--- src/rtl/alu_mc.sv ---
// -----------------------------------------------------------------------------
// alu_mc : parametrised multi-cycle ALU with valid/ready handshakes.
//
// Holds one operation at a time. ADD/SUB/AND/OR/XOR/NOT and illegal opcodes
// finish straight from IDLE. MUL/MULH use a shift-add datapath, one bit per
// cycle. DIV/MOD use restoring division, one bit per cycle. All outputs are
// registered, and the result stays stable until the consumer accepts it.
//
// Ports
//   clk        in   1      rising-edge clock
//   rst_n      in   1      synchronous active-low reset
//   in_valid   in   1      operands/opcode valid
//   in_ready   out  1      high only while IDLE
//   a, b       in   WIDTH  operands (captured on accept)
//   op         in   5      opcode
//   out_valid  out  1      result/flags valid
//   out_ready  in   1      consumer accepts result
//   result     out  WIDTH  result
//   zero       out  1      result == 0
//   carry      out  1      ADD carry-out / SUB borrow
//   overflow   out  1      ADD/SUB signed overflow; MUL/MULH high half != 0
//   div_zero   out  1      DIV/MOD issued with b == 0
//   illegal    out  1      unrecognised opcode
// -----------------------------------------------------------------------------
module alu_mc #(
  parameter int WIDTH = 16,
  parameter int CNTW  = 5
) (
  input  logic             clk,
  input  logic             rst_n,
  input  logic             in_valid,
  output logic             in_ready,
  input  logic [WIDTH-1:0] a,
  input  logic [WIDTH-1:0] b,
  input  logic [4:0]       op,
  output logic             out_valid,
  input  logic             out_ready,
  output logic [WIDTH-1:0] result,
  output logic             zero,
  output logic             carry,
  output logic             overflow,
  output logic             div_zero,
  output logic             illegal
);

  localparam logic [4:0] OP_ADD  = 5'b00000;
  localparam logic [4:0] OP_SUB  = 5'b00001;
  localparam logic [4:0] OP_AND  = 5'b00010;
  localparam logic [4:0] OP_OR   = 5'b00011;
  localparam logic [4:0] OP_XOR  = 5'b00100;
  localparam logic [4:0] OP_MUL  = 5'b00101;
  localparam logic [4:0] OP_MULH = 5'b00110;
  localparam logic [4:0] OP_DIV  = 5'b00111;
  localparam logic [4:0] OP_NOT  = 5'b01000;
  localparam logic [4:0] OP_MOD  = 5'b01001;

  typedef enum logic [1:0] {
    S_IDLE = 2'd0,
    S_MUL  = 2'd1,
    S_DIV  = 2'd2,
    S_DONE = 2'd3
  } state_t;

  function automatic logic is_zero(input logic [WIDTH-1:0] v);
    is_zero = (v == {WIDTH{1'b0}});
  endfunction

  // State and datapath registers
  state_t           state_q, state_d;
  logic [CNTW-1:0]  cnt_q, cnt_d;
  logic [WIDTH-1:0] hi_q, hi_d;       // MUL: product high half; DIV: partial remainder
  logic [WIDTH-1:0] lo_q, lo_d;       // MUL: multiplier/product low half; DIV: dividend/quotient
  logic [WIDTH-1:0] opb_q, opb_d;     // captured operand B (multiplicand / divisor)
  logic [4:0]       op_q, op_d;
  logic [WIDTH-1:0] result_q, result_d;
  logic             zero_q, zero_d;
  logic             carry_q, carry_d;
  logic             overflow_q, overflow_d;
  logic             div_zero_q, div_zero_d;
  logic             illegal_q, illegal_d;
  logic             out_valid_q, out_valid_d;
  logic             in_ready_q, in_ready_d;

  // Single-cycle decode of the live inputs
  logic [WIDTH:0]   add_s;
  logic [WIDTH-1:0] sub_s;
  logic [WIDTH-1:0] sc_result_s;
  logic             sc_carry_s;
  logic             sc_overflow_s;
  logic             sc_div_zero_s;
  logic             sc_illegal_s;
  logic             sc_is_mul_s;
  logic             sc_is_div_s;

  // Iterative step values
  logic [WIDTH:0]   mul_sum_s;
  logic [WIDTH-1:0] mul_hi_s;
  logic [WIDTH-1:0] mul_lo_s;
  logic [WIDTH:0]   div_shift_s;
  logic [WIDTH-1:0] div_hi_s;
  logic [WIDTH-1:0] div_lo_s;

  // Decode of the opcode and operands presented in IDLE
  always_comb begin
    add_s         = {1'b0, a} + {1'b0, b};
    sub_s         = a - b;
    sc_result_s   = {WIDTH{1'b0}};
    sc_carry_s    = 1'b0;
    sc_overflow_s = 1'b0;
    sc_div_zero_s = 1'b0;
    sc_illegal_s  = 1'b0;
    sc_is_mul_s   = 1'b0;
    sc_is_div_s   = 1'b0;
    case (op)
      OP_ADD: begin
        sc_result_s   = add_s[WIDTH-1:0];
        sc_carry_s    = add_s[WIDTH];
        // Same-sign operands producing an opposite-sign sum
        sc_overflow_s = (a[WIDTH-1] == b[WIDTH-1]) && (add_s[WIDTH-1] != a[WIDTH-1]);
      end
      OP_SUB: begin
        sc_result_s   = sub_s;
        sc_carry_s    = (a < b);
        // Opposite-sign operands where the difference takes b's sign
        sc_overflow_s = (a[WIDTH-1] != b[WIDTH-1]) && (sub_s[WIDTH-1] != a[WIDTH-1]);
      end
      OP_AND:  sc_result_s = a & b;
      OP_OR:   sc_result_s = a | b;
      OP_XOR:  sc_result_s = a ^ b;
      OP_NOT:  sc_result_s = ~a;
      OP_MUL, OP_MULH: sc_is_mul_s = 1'b1;
      OP_DIV, OP_MOD: begin
        if (is_zero(b)) begin
          // Divide by zero completes at once: quotient all-ones, remainder = a
          sc_div_zero_s = 1'b1;
          sc_result_s   = (op == OP_MOD) ? a : {WIDTH{1'b1}};
        end else begin
          sc_is_div_s   = 1'b1;
        end
      end
      default: sc_illegal_s = 1'b1;
    endcase
  end

  // One shift-add multiply step and one restoring-division step
  always_comb begin
    mul_sum_s   = {1'b0, hi_q} + (lo_q[0] ? {1'b0, opb_q} : {(WIDTH+1){1'b0}});
    mul_hi_s    = mul_sum_s[WIDTH:1];
    mul_lo_s    = {mul_sum_s[0], lo_q[WIDTH-1:1]};
    div_shift_s = {hi_q, lo_q[WIDTH-1]};
    if (div_shift_s >= {1'b0, opb_q}) begin
      // Trial subtraction fits: the remainder is below the divisor, so WIDTH bits suffice
      div_hi_s = div_shift_s[WIDTH-1:0] - opb_q;
      div_lo_s = {lo_q[WIDTH-2:0], 1'b1};
    end else begin
      div_hi_s = div_shift_s[WIDTH-1:0];
      div_lo_s = {lo_q[WIDTH-2:0], 1'b0};
    end
  end

  // Next-state and next-output logic for the control FSM
  always_comb begin
    state_d     = state_q;
    cnt_d       = cnt_q;
    hi_d        = hi_q;
    lo_d        = lo_q;
    opb_d       = opb_q;
    op_d        = op_q;
    result_d    = result_q;
    zero_d      = zero_q;
    carry_d     = carry_q;
    overflow_d  = overflow_q;
    div_zero_d  = div_zero_q;
    illegal_d   = illegal_q;
    out_valid_d = out_valid_q;
    in_ready_d  = in_ready_q;
    case (state_q)
      S_IDLE: begin
        if (in_valid) begin
          op_d       = op;
          opb_d      = b;
          cnt_d      = CNTW'(WIDTH);
          in_ready_d = 1'b0;
          if (sc_is_mul_s) begin
            hi_d    = {WIDTH{1'b0}};
            lo_d    = a;
            state_d = S_MUL;
          end else if (sc_is_div_s) begin
            hi_d    = {WIDTH{1'b0}};
            lo_d    = a;
            state_d = S_DIV;
          end else begin
            result_d    = sc_result_s;
            zero_d      = is_zero(sc_result_s);
            carry_d     = sc_carry_s;
            overflow_d  = sc_overflow_s;
            div_zero_d  = sc_div_zero_s;
            illegal_d   = sc_illegal_s;
            out_valid_d = 1'b1;
            state_d     = S_DONE;
          end
        end else begin
          state_d = S_IDLE;
        end
      end
      S_MUL: begin
        hi_d  = mul_hi_s;
        lo_d  = mul_lo_s;
        cnt_d = cnt_q - CNTW'(1);
        // The last step publishes straight from the step values
        if (cnt_q == CNTW'(1)) begin
          result_d    = (op_q == OP_MULH) ? mul_hi_s : mul_lo_s;
          zero_d      = is_zero((op_q == OP_MULH) ? mul_hi_s : mul_lo_s);
          carry_d     = 1'b0;
          overflow_d  = !is_zero(mul_hi_s);
          div_zero_d  = 1'b0;
          illegal_d   = 1'b0;
          out_valid_d = 1'b1;
          state_d     = S_DONE;
        end else begin
          state_d = S_MUL;
        end
      end
      S_DIV: begin
        hi_d  = div_hi_s;
        lo_d  = div_lo_s;
        cnt_d = cnt_q - CNTW'(1);
        if (cnt_q == CNTW'(1)) begin
          result_d    = (op_q == OP_MOD) ? div_hi_s : div_lo_s;
          zero_d      = is_zero((op_q == OP_MOD) ? div_hi_s : div_lo_s);
          carry_d     = 1'b0;
          overflow_d  = 1'b0;
          div_zero_d  = 1'b0;
          illegal_d   = 1'b0;
          out_valid_d = 1'b1;
          state_d     = S_DONE;
        end else begin
          state_d = S_DIV;
        end
      end
      S_DONE: begin
        if (out_ready) begin
          out_valid_d = 1'b0;
          in_ready_d  = 1'b1;
          state_d     = S_IDLE;
        end else begin
          state_d = S_DONE;
        end
      end
      default: begin
        out_valid_d = 1'b0;
        in_ready_d  = 1'b1;
        state_d     = S_IDLE;
      end
    endcase
  end

  // State register with synchronous active-low reset
  always_ff @(posedge clk) begin
    if (!rst_n) begin
      state_q     <= S_IDLE;
      cnt_q       <= {CNTW{1'b0}};
      hi_q        <= {WIDTH{1'b0}};
      lo_q        <= {WIDTH{1'b0}};
      opb_q       <= {WIDTH{1'b0}};
      op_q        <= 5'b00000;
      result_q    <= {WIDTH{1'b0}};
      zero_q      <= 1'b0;
      carry_q     <= 1'b0;
      overflow_q  <= 1'b0;
      div_zero_q  <= 1'b0;
      illegal_q   <= 1'b0;
      out_valid_q <= 1'b0;
      in_ready_q  <= 1'b1;
    end else begin
      state_q     <= state_d;
      cnt_q       <= cnt_d;
      hi_q        <= hi_d;
      lo_q        <= lo_d;
      opb_q       <= opb_d;
      op_q        <= op_d;
      result_q    <= result_d;
      zero_q      <= zero_d;
      carry_q     <= carry_d;
      overflow_q  <= overflow_d;
      div_zero_q  <= div_zero_d;
      illegal_q   <= illegal_d;
      out_valid_q <= out_valid_d;
      in_ready_q  <= in_ready_d;
    end
  end

  assign in_ready  = in_ready_q;
  assign out_valid = out_valid_q;
  assign result    = result_q;
  assign zero      = zero_q;
  assign carry     = carry_q;
  assign overflow  = overflow_q;
  assign div_zero  = div_zero_q;
  assign illegal   = illegal_q;

endmodule

--- config.mk ---
export PLATFORM = sky130hd
export DESIGN_NAME = alu_mc
export DESIGN_NICKNAME = d
export VERILOG_FILES = /design/src/rtl/alu_mc.sv
export SDC_FILE = /design/constraint.sdc
export NUM_CORES = 1
export LEC_CHECK = 0
export ABC_AREA = 1
export CORE_ASPECT_RATIO = 0.5
export CORE_MARGIN = 5
export CORE_UTILIZATION = 50
export DETAILED_ROUTE_END_ITERATION = 12
export DONT_BUFFER_PORTS = 1
export PLACE_DENSITY_LB_ADDON = 0.05
export SYNTH_ARGS = -nofsm -noshare
export SYNTH_HDL_FRONTEND = slang
export SYNTH_SLANG_ARGS = --single-unit
--- constraint.sdc ---
create_clock -name clk -period 3.1 [get_ports clk]
set_clock_uncertainty 0.2 [all_clocks]
set_input_delay 0.62 -clock clk [delete_from_list [all_inputs] [get_ports clk]]
set_output_delay 0.62 -clock clk [all_outputs]
set_load 0.05 [all_outputs]
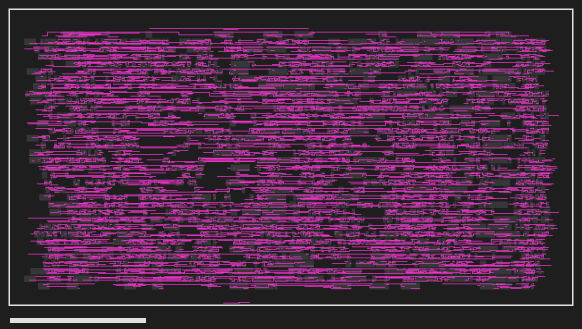
run_1/m1.png
Bar = 50 um. Cells faint in the background.
longest straight run = 74.5 um
nets with wire on the layer = 1730
main direction = horizontal

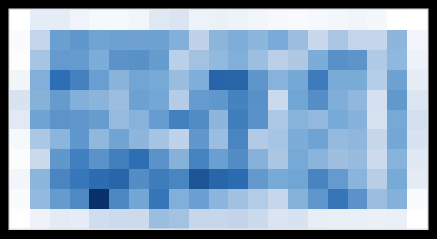
run_1/route_heat.png
The die is cut into 21 by 11 equal tiles; white is low, dark blue is high, scaled to the fullest tile. Values are wire area over tile area, all layers added.
fullest tile = 0.74
tiles over half the peak = 37%
nearly empty tiles = 2.6%

==> ci_impl_report.md, run 1 <==
## Synthesis and layout report

| Metric | Value |
|---|---|
| Placed Area | `0.0104 sq mm` |
| GR Util met2 | `0.512` |
| Basic Gates by Area | `0.362` |
| H-tree Lvls | `3` |
| WP depth | `22` |
| Setup Fix Bufs, Post-CTS | `0` |
| Yosys warns | `0` |
| CP Cell Sequence | `inv_1 -> ha_1 -> nand2_1 -> inv_1 -> nand2_1 -> nor2_1 -> nand2_1 -> nor2_2 -> nor2_2 -> nand2_2 -> buf_12 -> nand2_1 -> nand3_1 -> nand2_1 -> nand2_1 -> nor2_1 -> nand2_1 -> nor2_1 -> nand2_1 -> nand2_1 -> nand2_1 -> a21oi_2` |
| Status | `completed` |
| Worst hold path class | `primary input to flop` |
| Worst Hold Launch | `rst_n` |
| Via/cell ratio | `~5.9` |
| Comb/total area | `0.646` |
| Number of enable flip-flop cells | `0` |
| Clk_lat worst skew | `0.34 ns` |
| Clock buf count | `9` |
| Largest class | `logic gates` |
| Leading area contributor after synthesis | `nand2_1` |
| Fa+ha+maj area frac | `0.131` |
| M1 GR Usage | `0.484` |
| Wire length per cell | `19.6 um` |
| Ports | `~64` |
| CTS root buffer | `clkbuf_16` |
| Die height | `108 um` |
| Crit end category | `flop` |
| Fmax achieved | `335 MHz` |
| Final WS setup | `between 0.1 and 0.15 ns` |
| Comb_multi_in | `1290` |
| Comb power | `0.00166 W` |
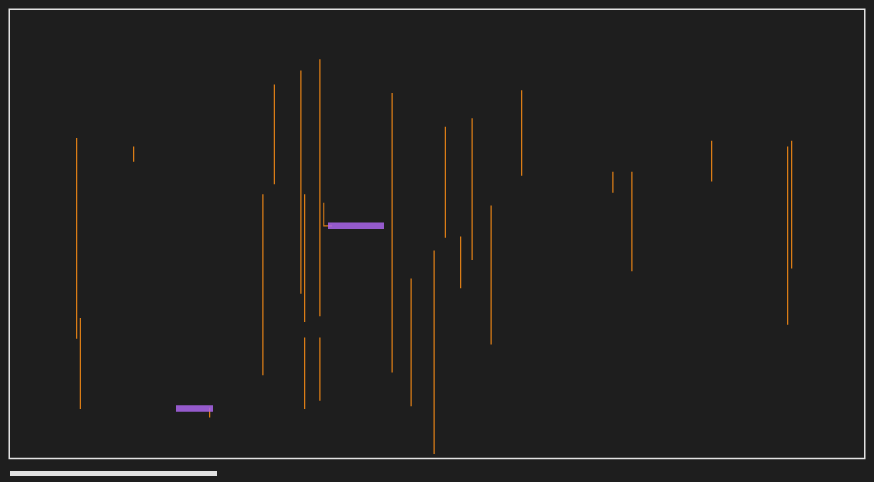
run_1/layers.png
Bar = 50 um. Two of the layers only.
orange -> M4  # wire length 713 um
purple -> M5  # wire length 19.3 um

## run 1: what timing repair did
| action | CTS | global route |
|---|---|---|
| endpoints found under the hold margin | 0 | 0 |
| gates resized | 0 | 44 |
| setup endpoints to repair | 0 | 8 |
## run 1: flip-flops by register name, indices dropped and copies added, names as in the netlist
name	cells
cnt_q	5
out_valid	1
div_zero	1
carry	1
hi_q	16
op_q	5
illegal	1
lo_q	16
opb_q	16
result	16
state_q	2
in_ready	1
zero	1
overflow	1
## run 1: metal layers
metal	vias up	wire (um)
li1	5563	-
met1	5362	17100
met2	626	16100
met3	55	4740
met4	4	713
met5	-	19
run_1/closeup.png
Bar = 5 um. Window x 145 to 165, y 71 to 91 um. Cells in gray, sequential cells in the stronger gray; small squares are vias.
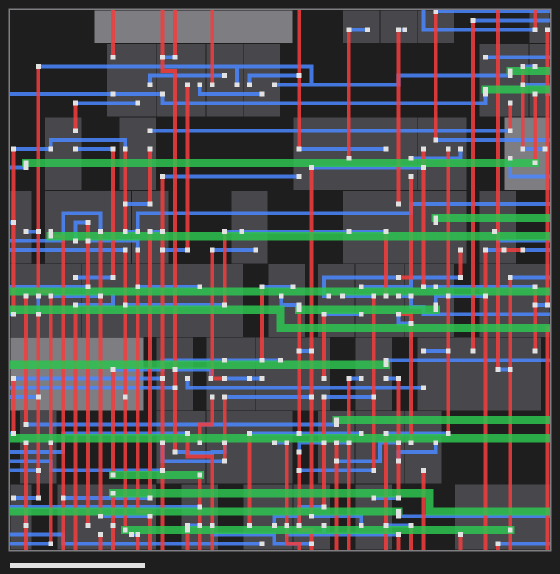

==> run 2, diff against run 1 <==
--- a/config.mk
+++ b/config.mk
@@ -9,8 +9,10 @@
 export CORE_ASPECT_RATIO = 0.5
 export CORE_MARGIN = 5
 export CORE_UTILIZATION = 50
+export CTS_CLUSTER_SIZE = 14
 export DETAILED_ROUTE_END_ITERATION = 12
 export DONT_BUFFER_PORTS = 1
+export GPL_ROUTABILITY_DRIVEN = 0
 export PLACE_DENSITY_LB_ADDON = 0.05
 export SYNTH_ARGS = -nofsm -noshare
 export SYNTH_HDL_FRONTEND = slang
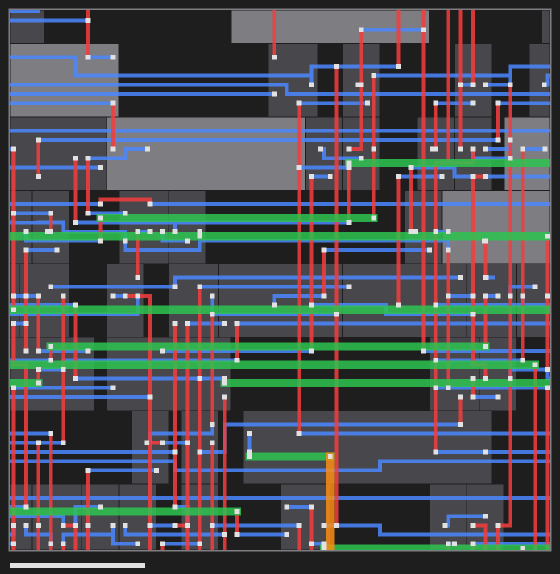
run_2/closeup.png
Bar = 5 um. Window x 145 to 165, y 71 to 91 um. Cells in gray, sequential cells in the stronger gray; small squares are vias.
orange -> M4
red -> M2
green -> M3
blue -> M1
netlist names of flops here include = hi_q (2), cnt_q (1)
most frequent = nand2_1 (14), inv_1 (8), a21oi_1 (7)
cells with their middle in the window = 39
sequential cells in the window = 3

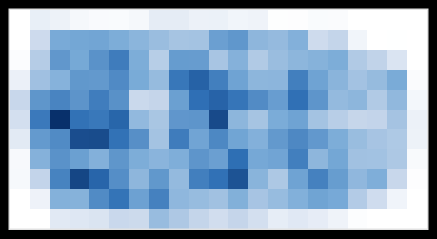
run_2/route_heat.png
The die is cut into 21 by 11 equal tiles; white is low, dark blue is high, scaled to the fullest tile. Values are wire area over tile area, all layers added.
nearly empty tiles = 9.5%
tiles over half the peak = 35%
mean over tiles = 0.29
emptiest ninth of the die = upper right
fullest tile = 0.74

==> run 2 against run 1 <==
Net effect: sequential power barely moved; synthesized cell count unchanged; wire length shrank 3.3%; total power is 0.52% higher; fmax fell by 0.35%; clock-buffer cell count up 5; utilization is 1.8 points lower; flip-flop count stayed put; first-iteration DRC count rose by 10%; critical path depth fell by 1; non-clock buffer count down 30; cell count fell by 1.4%; critical endpoint unchanged.
==> ci_impl_report.md, run 2 <==
## Synthesis and layout report

| Metric | Value |
|---|---|
| GR Util met2 | `0.487 (-0.0252)` |
| Netlist cell types | `50` |
| Met2 wire length | `15300 um (-5.1%)` |
| Crit end category | `flop` |
| Status | `completed` |
| CP Cell Sequence | `inv_1 -> ha_1 -> inv_1 -> fa_2 -> nand2_1 -> nand2_1 -> nand2_1 -> o21ai_1 -> buf_4 -> xor2_1 -> nand2_1 -> nand3_1 -> nand2_1 -> nand2_1 -> nor2_1 -> nand2_1 -> nor2_1 -> nand2_1 -> nand2_1 -> nand2_1 -> a21oi_2` |
| Worst Hold Launch | `rst_n` |
| Fa+ha+maj area frac | `0.131 (unchanged)` |
| Via/cell ratio | `5.95 (+1.1%)` |
| Met3 wire length | `4610 um (-2.7%)` |
| Worst hold path class | `primary input to flop` |
| H-tree Lvls | `3 (unchanged)` |
| Number of enable flip-flop cells | `0 (unchanged)` |
| Final WS setup | `0.101 ns (-0.0104 ns)` |
| Placed Area | `0.0102 sq mm (-2.3%)` |
| Fmax achieved | `333 MHz (-0.35%)` |
| M1 WL | `16500 um (-3.9%)` |
| Wire length per cell | `19.2 um (-1.9%)` |
| Yosys warns | `0 (unchanged)` |
| Leading area contributor after synthesis | `nand2_1` |
| Ports | `64 (unchanged)` |
| CTS root buffer | `clkbuf_16` |
| M1 GR Usage | `0.466 (-0.0183)` |
| Maximum fanout along the worst path | `3` |
## run 2: cell counts after synthesis
No cell type changed its count.
## run 2: worst max-delay path: cells and delay by family, from the launching register on
family | cells | cell delay (ns)
buffers and inverters | 3 | 0.34
flip-flops | 1 | 0.30
AND-OR/OR-AND | 2 | 0.25
adder cells (fa/ha/maj) | 2 | 0.54
XOR/XNOR | 1 | 0.15
AND/OR/NAND/NOR | 13 | 1.17
## run 2: area by class of cell
cell class	count	area share
clock inverter	2	0.00333
tap	259	0.0308
multi-input combinational	1290	0.656
inverter	238	0.0849
antenna	1	0.000238
clock buffer	14	0.0241
sequential	83	0.158
timing repair buffer	57	0.0430
## run 2: repair_timing
item | CTS | global route
buffers inserted | 0 | 0
gates resized | 0 | 19
endpoints found under the setup margin | 0 | 5
run_2/layers.png
Bar = 50 um. Two of the layers only.
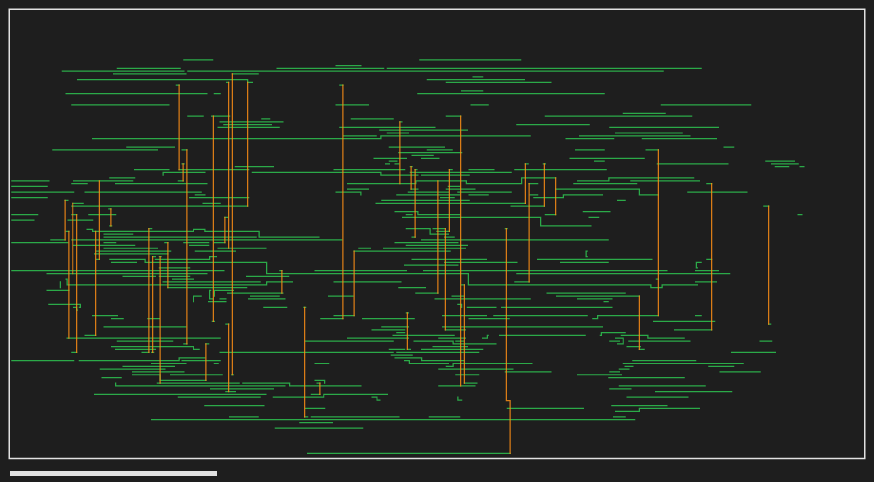

==> run 3, diff against run 2 <==
--- a/config.mk
+++ b/config.mk
@@ -11,7 +11,6 @@
 export CORE_UTILIZATION = 50
 export CTS_CLUSTER_SIZE = 14
 export DETAILED_ROUTE_END_ITERATION = 12
-export DONT_BUFFER_PORTS = 1
 export GPL_ROUTABILITY_DRIVEN = 0
 export PLACE_DENSITY_LB_ADDON = 0.05
 export SYNTH_ARGS = -nofsm -noshare
==> constraint.sdc (replaced) <==
create_clock -name clk -period 3.1 [get_ports clk]
set_clock_uncertainty 0.2 [all_clocks]
set_input_delay 0.62 -clock clk [delete_from_list [all_inputs] [get_ports clk]]
set_output_delay 0.62 -clock clk [all_outputs]
set_load 0.1 [all_outputs]
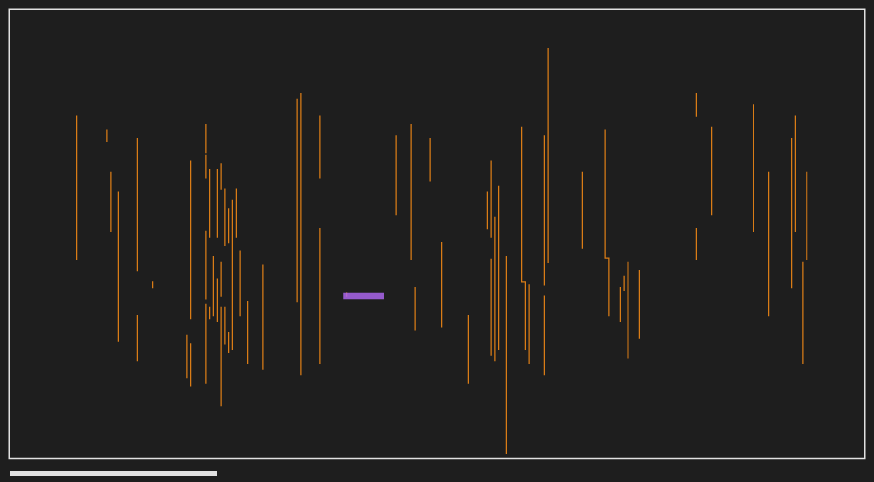
run_3/layers.png
Bar = 50 um. Two of the layers only.
orange -> M4  # wire length 1430 um
purple -> M5  # wire length 8.30 um

==> run 3 against run 2 <==
Net effect: the flow now finishes with violations (setup timing); register-to-register slack gained 0.06 ns; non-clock buffer count grew 220; fmax shrank 3.5%; synthesized cell count is the same; die area is the same; global-route usage grew 1.3 points; worst hold slack gained 0.057 ns; area after synthesis is the same; highest routed layer is now met5; first-iteration DRC count grew 17%; via count grew 8.8%; critical endpoint unchanged; sequential share of layout area shrank 2.7 points.
==> ci_impl_report.md, run 3 <==
## Synthesis and layout report

| Metric | Value |
|---|---|
| Status | `complete, but fails checks` |
| Violated checks | `setup timing` |
| First-pass GRT wire length | `60800 um` |
| Final worst path period share | `1.00` |
| Via/cell ratio | `5.83 (-2.1%)` |
| CTS root buffer | `clkbuf_16` |
| Yosys warns | `0 (unchanged)` |
| CP Cell Sequence | `clkdlybuf4s50_1 -> inv_1 -> ha_4 -> nor2_1 -> nand2_1 -> nand2_2 -> nand3_1 -> nand2_1 -> nand2_1 -> nand3_1 -> nand3_1 -> nor2_1 -> nand2_1 -> nor2_1 -> nand4_1 -> nand2_1 -> inv_1 -> a21oi_2` |
| Setup Fix Bufs, Post-CTS | `0 (unchanged)` |
| # setup viols final | `1` |
| WP data arrival | `3.19 ns` |
| Crit end category | `flop` |
| Most numerous cell in the Yosys netlist | `nand2_1` |
| Largest class | `logic gates` |
| Reg area | `~0.0017 sq mm` |
| Buffers, non-clock | `277 (+390%)` |
| Maximum fanout along the worst path | `5 (+2)` |
| Syn Nets | `roughly 1800` |
| Fa+ha+maj area frac | `0.131 (unchanged)` |
| WP depth | `18 (-14%)` |
| Ports | `64 (unchanged)` |
| Fmax achieved | `322 MHz (-3.5%)` |
| Grt ovf | `0` |
| Post_cts resized | `9 (+9)` |
| Final WS setup | `-0.00652 ns (-0.108 ns)` |
| Clk cell area share | `0.0248 (-0.00262)` |
| Non-clk buf share | `0.177 (+0.134)` |
| Wire length per cell | `18.2 um (-5.3%)` |
| Netlist cell types | `50 (unchanged)` |
| Leading area contributor after synthesis | `nand2_1` |
| Comb_multi_in | `1290 (unchanged)` |
| Diodes inserted | `0 (-1)` |
| Number of enable flip-flop cells | `0 (unchanged)` |
| Seq area share | `0.131 (-0.0269)` |
| Non-CTS inverters | `238 (unchanged)` |
| H-tree Lvls | `3 (unchanged)` |
| Buffers added on ports | `about 63` |
| CP delay by family, top | `simple AND/OR/NAND/NOR gates` |
| CP required | `~3.2 ns` |
| Worst Hold Launch | `op_q[0]$_SDFFE_PN0P_` |
| Worst hold path class | `flop to flop` |
| WP buf/inv | `3 (unchanged)` |
| Tap cells | `259 (unchanged)` |
| Flop count | `83 (unchanged)` |
| Crit-path slowest cell | `clkdlybuf4s50_1` |
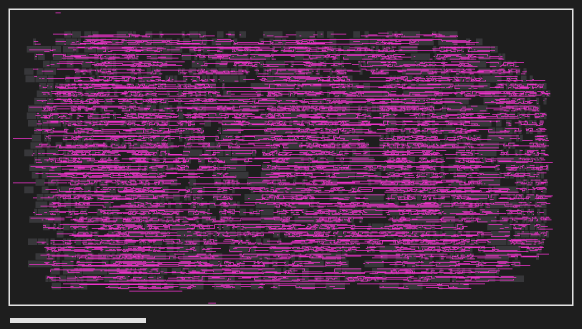
run_3/m1.png
Bar = 50 um. Cells faint in the background.
share of all routed wire = 42%
main direction = horizontal
wire length on this layer = 16600 um
nets with wire on the layer = 1907
longest straight run = 68.1 um

==> run 3: cell counts after synthesis <==
Identical to the previous run, type by type.
==> run 3: power breakdown <==
| part | total [W] | internal (W) | leakage [nW] | switching [W] |
|---|---|---|---|---|
| clock network | 0.00119 | 0.000742 | 0.155 | 0.000447 |
| logic | 0.00238 | 0.000823 | 5.64 | 0.00156 |
| registers | 0.00127 | 0.00119 | 0.684 | 0.0000852 |
| total | 0.00484 | 0.00275 | 6.48 | 0.00209 |
==> run 3: layer usage <==
layer | wire length (um) | vias to the layer above | GRT usage
met5 | 8 | - | 0
met4 | 1430 | 2 | 0.0987
met3 | 4850 | 150 | 0.0701
met2 | 16500 | 833 | 0.528
met1 | 16600 | 5674 | 0.486
li1 | - | 5929 | -
Power figures rest on the tool's default switching activity, not on a simulated workload.
